==> config.mk <==
export PLATFORM = sky130hd
export DESIGN_NAME = palette_encoder
export DESIGN_NICKNAME = d
export VERILOG_FILES = /design/src/rtl/palette_encoder.sv
export SDC_FILE = /design/constraint.sdc
export NUM_CORES = 1
export LEC_CHECK = 0
export CAP_MARGIN = 20
export CORE_UTILIZATION = 30
export DETAILED_ROUTE_END_ITERATION = 7
export PLACE_DENSITY = 0.51
export SYNTH_ARGS = -nofsm -noshare
export SYNTH_HDL_FRONTEND = slang
export SYNTH_SLANG_ARGS = --single-unit
==> constraint.sdc <==
create_clock -name i_clk -period 9.1 [get_ports i_clk]
set_clock_uncertainty 0.1 [all_clocks]
set_input_delay 0.91 -clock i_clk [delete_from_list [all_inputs] [get_ports i_clk]]
set_output_delay 0.91 -clock i_clk [all_outputs]
set_load 0.005 [all_outputs]
==> src/rtl/palette_encoder.sv <==
// palette_encoder: maps a 24-bit RGB pixel to the nearest palette index.
// Entries 1..15 are searched LANES at a time; entry 0 is reserved.
module palette_encoder #(
    parameter int          LANES           = 1,
    parameter logic [23:0] TRANSPARENT_KEY = 24'h000000
) (
    input  logic        i_clk,
    input  logic        i_rst_n,
    input  logic        i_pal_we,
    input  logic [3:0]  i_pal_addr,
    input  logic [23:0] i_pal_data,
    output logic        o_pal_err,
    input  logic        i_valid,
    input  logic [23:0] i_rgb,
    output logic        o_ready,
    output logic        o_valid,
    output logic [3:0]  o_index,
    output logic [9:0]  o_dist,
    input  logic        i_ready
);
    localparam logic [3:0] LAST_PTR = 4'(16 - LANES);
    localparam logic [3:0] STEP     = 4'(LANES);

    typedef enum logic [1:0] {
        S_IDLE,
        S_SEARCH,
        S_DONE
    } state_t;

    state_t      r_state;
    state_t      w_state_n;
    logic [23:0] r_pal [16];
    logic [23:0] r_pix;
    logic [3:0]  r_ptr;
    logic [3:0]  r_best_idx;
    logic [9:0]  r_best_dist;
    logic [3:0]  r_index;
    logic [9:0]  r_dist;
    logic        r_pal_err;
    logic        w_accept;
    logic        w_key;
    logic        w_last;
    logic [3:0]  w_idx_n;
    logic [9:0]  w_dist_n;
    logic [9:0]  w_lane_d [LANES];

    function automatic logic [7:0] f_absdiff(
        input logic [7:0] a,
        input logic [7:0] b
    );
        return (a > b) ? a - b : b - a;
    endfunction

    function automatic logic [9:0] f_dist(
        input logic [23:0] a,
        input logic [23:0] b
    );
        return 10'(f_absdiff(a[23:16], b[23:16]))
             + 10'(f_absdiff(a[15:8], b[15:8]))
             + 10'(f_absdiff(a[7:0], b[7:0]));
    endfunction

    assign w_accept  = i_valid && (r_state == S_IDLE);
    assign w_key     = (i_rgb == TRANSPARENT_KEY);
    assign o_ready   = (r_state == S_IDLE);
    assign o_valid   = (r_state == S_DONE);
    assign o_index   = r_index;
    assign o_dist    = r_dist;
    assign o_pal_err = r_pal_err;

    always_comb begin
        for (int l = 0; l < LANES; l++) begin
            w_lane_d[l] = f_dist(r_pal[r_ptr + 4'(l)], r_pix);
        end
    end

    // Lanes are scanned in ascending order with strict '<', so ties keep
    // the lowest index both within a group and across groups.
    always_comb begin
        w_idx_n  = r_best_idx;
        w_dist_n = r_best_dist;
        for (int l = 0; l < LANES; l++) begin
            if (w_lane_d[l] < w_dist_n) begin
                w_dist_n = w_lane_d[l];
                w_idx_n  = r_ptr + 4'(l);
            end
        end
    end

    assign w_last = (r_ptr == LAST_PTR) || (w_dist_n == 10'd0);

    always_ff @(posedge i_clk or negedge i_rst_n) begin
        if (!i_rst_n) begin
            r_state <= S_IDLE;
        end else begin
            r_state <= w_state_n;
        end
    end

    always_comb begin
        w_state_n = r_state;
        unique case (r_state)
            S_IDLE: begin
                if (w_accept) begin
                    w_state_n = w_key ? S_DONE : S_SEARCH;
                end
            end
            S_SEARCH: begin
                if (w_last) begin
                    w_state_n = S_DONE;
                end
            end
            S_DONE: begin
                if (i_ready) begin
                    w_state_n = S_IDLE;
                end
            end
            default: w_state_n = S_IDLE;
        endcase
    end

    always_ff @(posedge i_clk or negedge i_rst_n) begin
        if (!i_rst_n) begin
            for (int k = 0; k < 16; k++) begin
                r_pal[k] <= 24'h0;
            end
            r_pix       <= 24'h0;
            r_ptr       <= 4'd1;
            r_best_idx  <= 4'd1;
            r_best_dist <= 10'h3FF;
            r_index     <= 4'd0;
            r_dist      <= 10'd0;
            r_pal_err   <= 1'b0;
        end else begin
            r_pal_err <= i_pal_we && (r_state != S_IDLE);
            if (i_pal_we && (r_state == S_IDLE)) begin
                r_pal[i_pal_addr] <= i_pal_data;
            end
            if (w_accept) begin
                r_pix       <= i_rgb;
                r_ptr       <= 4'd1;
                r_best_idx  <= 4'd1;
                r_best_dist <= 10'h3FF;
                if (w_key) begin
                    r_index <= 4'd0;
                    r_dist  <= 10'd0;
                end
            end else if (r_state == S_SEARCH) begin
                r_ptr       <= r_ptr + STEP;
                r_best_idx  <= w_idx_n;
                r_best_dist <= w_dist_n;
                if (w_last) begin
                    r_index <= w_idx_n;
                    r_dist  <= w_dist_n;
                end
            end
        end
    end
endmodule

**Placement view**

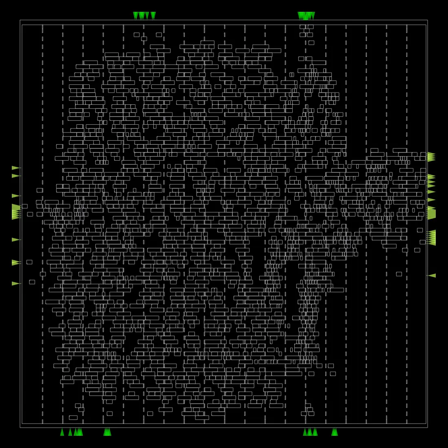
share of the core filled with cells: 35.6%
number of non-filler instances in the completed layout: 2875

**Supply network**

The bar under the picture is 100 um long. Pins as bars on the die edge.
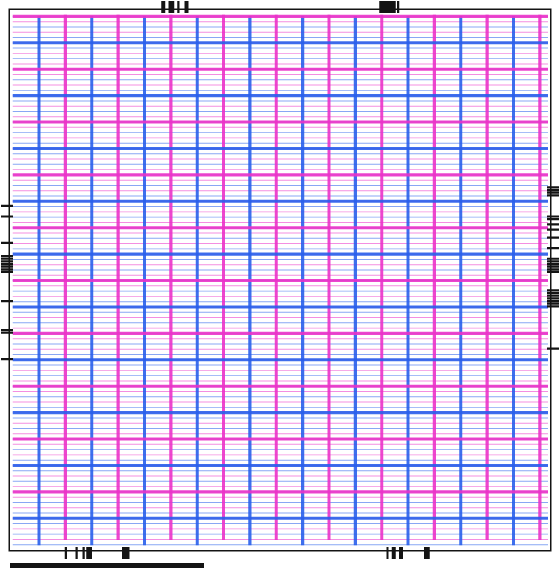
- magenta: VDD
- blue: VSS
- met5 straps: 20
- met1 rails: 101
- rows: 100
- met4 straps: 20

**Routed clock nets over the placement**

The bar under the picture is 100 um long.
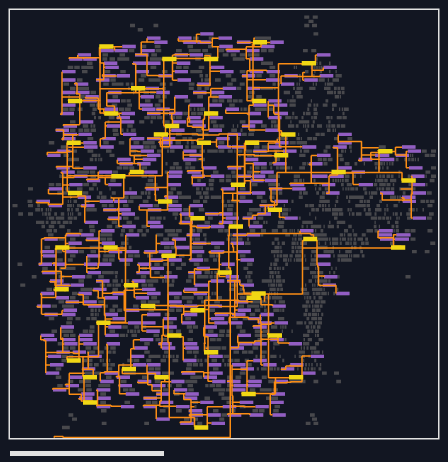
- purple: flip-flops (count 443)
- yellow: cells driving clock nets (count 52)
- orange: clock wires (length 6180 um)
- routed clock nets: 53

**Routed metal, one colour a layer**

Only two layers are drawn.
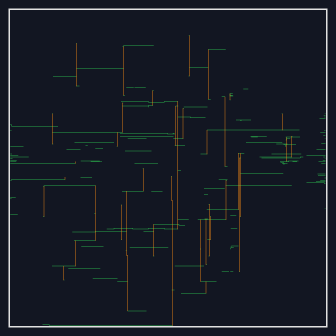
- orange: met4 (wire length 1390 um)
- green: met3 (wire length 2040 um)

**Placement by cell class**

The bar under the picture is 100 um long.
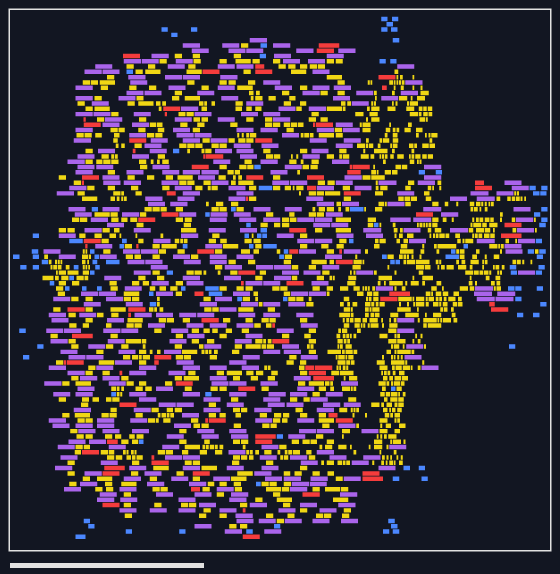
- purple: flip-flops (cells 443; share of their area 44%)
- red: clock drivers and dummy loads (cells 93; share of their area 7.1%)
- yellow: all other logic (cells 1251; share of their area 45%)
- blue: other buffers and delay cells (cells 119; share of their area 4.6%)

==> flow_summary.yaml <==
# synthesis and place-and-route metrics
routing:
  totalWireLength_um: 62600
  avgRoutedWirePerCell_um: 21.8
  first_pass_iters: 5
final_timing:
  setup_viol: 0
  maxSlewHeadroom_pct: 26.8
  hold_viol: 0
  hold-worst-slack_ns: 0.315
yosys:
  avgSynthCellArea_um2: 12.6
  synth_top_cell_by_count: "sky130_fd_sc_hd__dfrtp_1"
  synthXorXnorAreaFrac_pct: 0.690
  mux_share_pct: 29.2
  synth.logic.top_family: "multiplexers"
  top_area_share_pct: 47.2
  syn_nets: 1948
  ys_sh_aoi_pct: 8.60
  common_cells: "sky130_fd_sc_hd__dfrtp_1 (431), sky130_fd_sc_hd__mux2_2 (410), sky130_fd_sc_hd__inv_1 (98), sky130_fd_sc_hd__mux2i_1 (98), sky130_fd_sc_hd__o21ai_0 (90)"
  synth.cell_area_mm2: 0.0229
  yosys_cells: 1812
  dominantRegCellSynth: "sky130_fd_sc_hd__dfrtp_1"
  yosys.area.top_type: "sky130_fd_sc_hd__dfrtp_1"
  synth.ff_latch_count: 443
  netlist-cell-type-count: 64
  postSynth.asyncResetShare_pct: 100
placement:
  globalplace.congestion: 0.852
  port-buffer-count: 73
floorplanning:
  floorplan_utilization_pct: 30.5
  rows: 100
  num_io_pins: 74
  core_mm2: 0.0749
critical_path:
  endpoint_type_of_the_worst_setup_path: "flip-flop"
  worstReg2RegEnd: "o_dist[9]$_DFFE_PN0P_"
  worst_setup_path_start_kind: "flip-flop"
  ff2ff_path_depth: 29
  r2r_setup_slack_ns: 0.66
  path_buffers: 4
  endpoint: "o_dist[9]$_DFFE_PN0P_"
  timing.critical_path.required_ns: 9.44
  path_depth: 29
cells_and_area:
  nNonClkInverters: 98
  clock_buffer_count: 71
  seq-cell-share_pct: 41.7
  area_share_nonclk_buffers_pct: 4.43
  layout.nets: 2003
  areaGrowthSynthToFinish_pct: 16.6
  layout.sequential_cells: 443
  num-multi-input-gates: 1153
  largest_cell_class: "flip-flops and latches"
grt:
  grt_first_pass_wirelength_um: 97100
  groute.usage.overall_pct: 16.4
  first_global_vias: 15676
clock_tree:
  clock_pin_slew_of_the_registers_on_the_worst_case_setup_and_hold_paths_ns: 0.06
  clockBufferDepth: 3
  post_cts_hold_fix_bufs: 0
  cts.sink_count: 443
  clk_latency_ns: 0.61
  clock_tree.htree_level_count: 2
job:
  stage_log_warnings: 53
outcome:
  outcome: "complete, no violations"
## registers in the layout (all words and copies together), names as in the netlist
name,flops
r_state,2
r_ptr,4
r_pix,24
r_best_dist,10
o_pal_err,1
r_best_idx,4
o_index,4
o_dist,10
r_pal,384
## per-stage QoR
step | utilization, % | std cells | worst slack, ns | area [um2]
3_3_place_gp | 33.1 | 2780 | 0.686 | 24800
6_report | 35.6 | 2875 | 0.663 | 26700
4_1_cts | 35.5 | 2874 | 0.543 | 26600
3_5_place_dp | 33.1 | 2781 | 0.583 | 24800
2_1_floorplan | - | 1812 | 1.23 | 22900
5_1_grt | 35.6 | 2875 | 0.0798 | 26700
## placed cells by master, fill, tap and decap left out, types with 52 or more instances in the layout
| cell type | synthesis | layout |
|---|---|---|
| sky130_fd_sc_hd__dfrtp_1 | 431 | 429 |
| sky130_fd_sc_hd__mux2_2 | 410 | 410 |
| sky130_fd_sc_hd__inv_1 | 98 | 98 |
| sky130_fd_sc_hd__mux2i_1 | 98 | 98 |
| sky130_fd_sc_hd__o21ai_0 | 90 | 89 |
| sky130_fd_sc_hd__nand2_1 | 72 | 72 |
| sky130_fd_sc_hd__clkdlybuf4s50_1 | 0 | 72 |
| sky130_fd_sc_hd__ha_1 | 64 | 64 |
| sky130_fd_sc_hd__a21oi_1 | 56 | 56 |
| sky130_fd_sc_hd__clkbuf_16 | 0 | 52 |
## per-layer routing
layer	vias to the layer above	share of wire [%]	global-route usage [%]
met5	-	0.043	0
met4	4	2.2	4.14
met3	92	3.3	2.14
met2	241	46	26.2
met1	7651	48	23.3
li1	6691	-	-
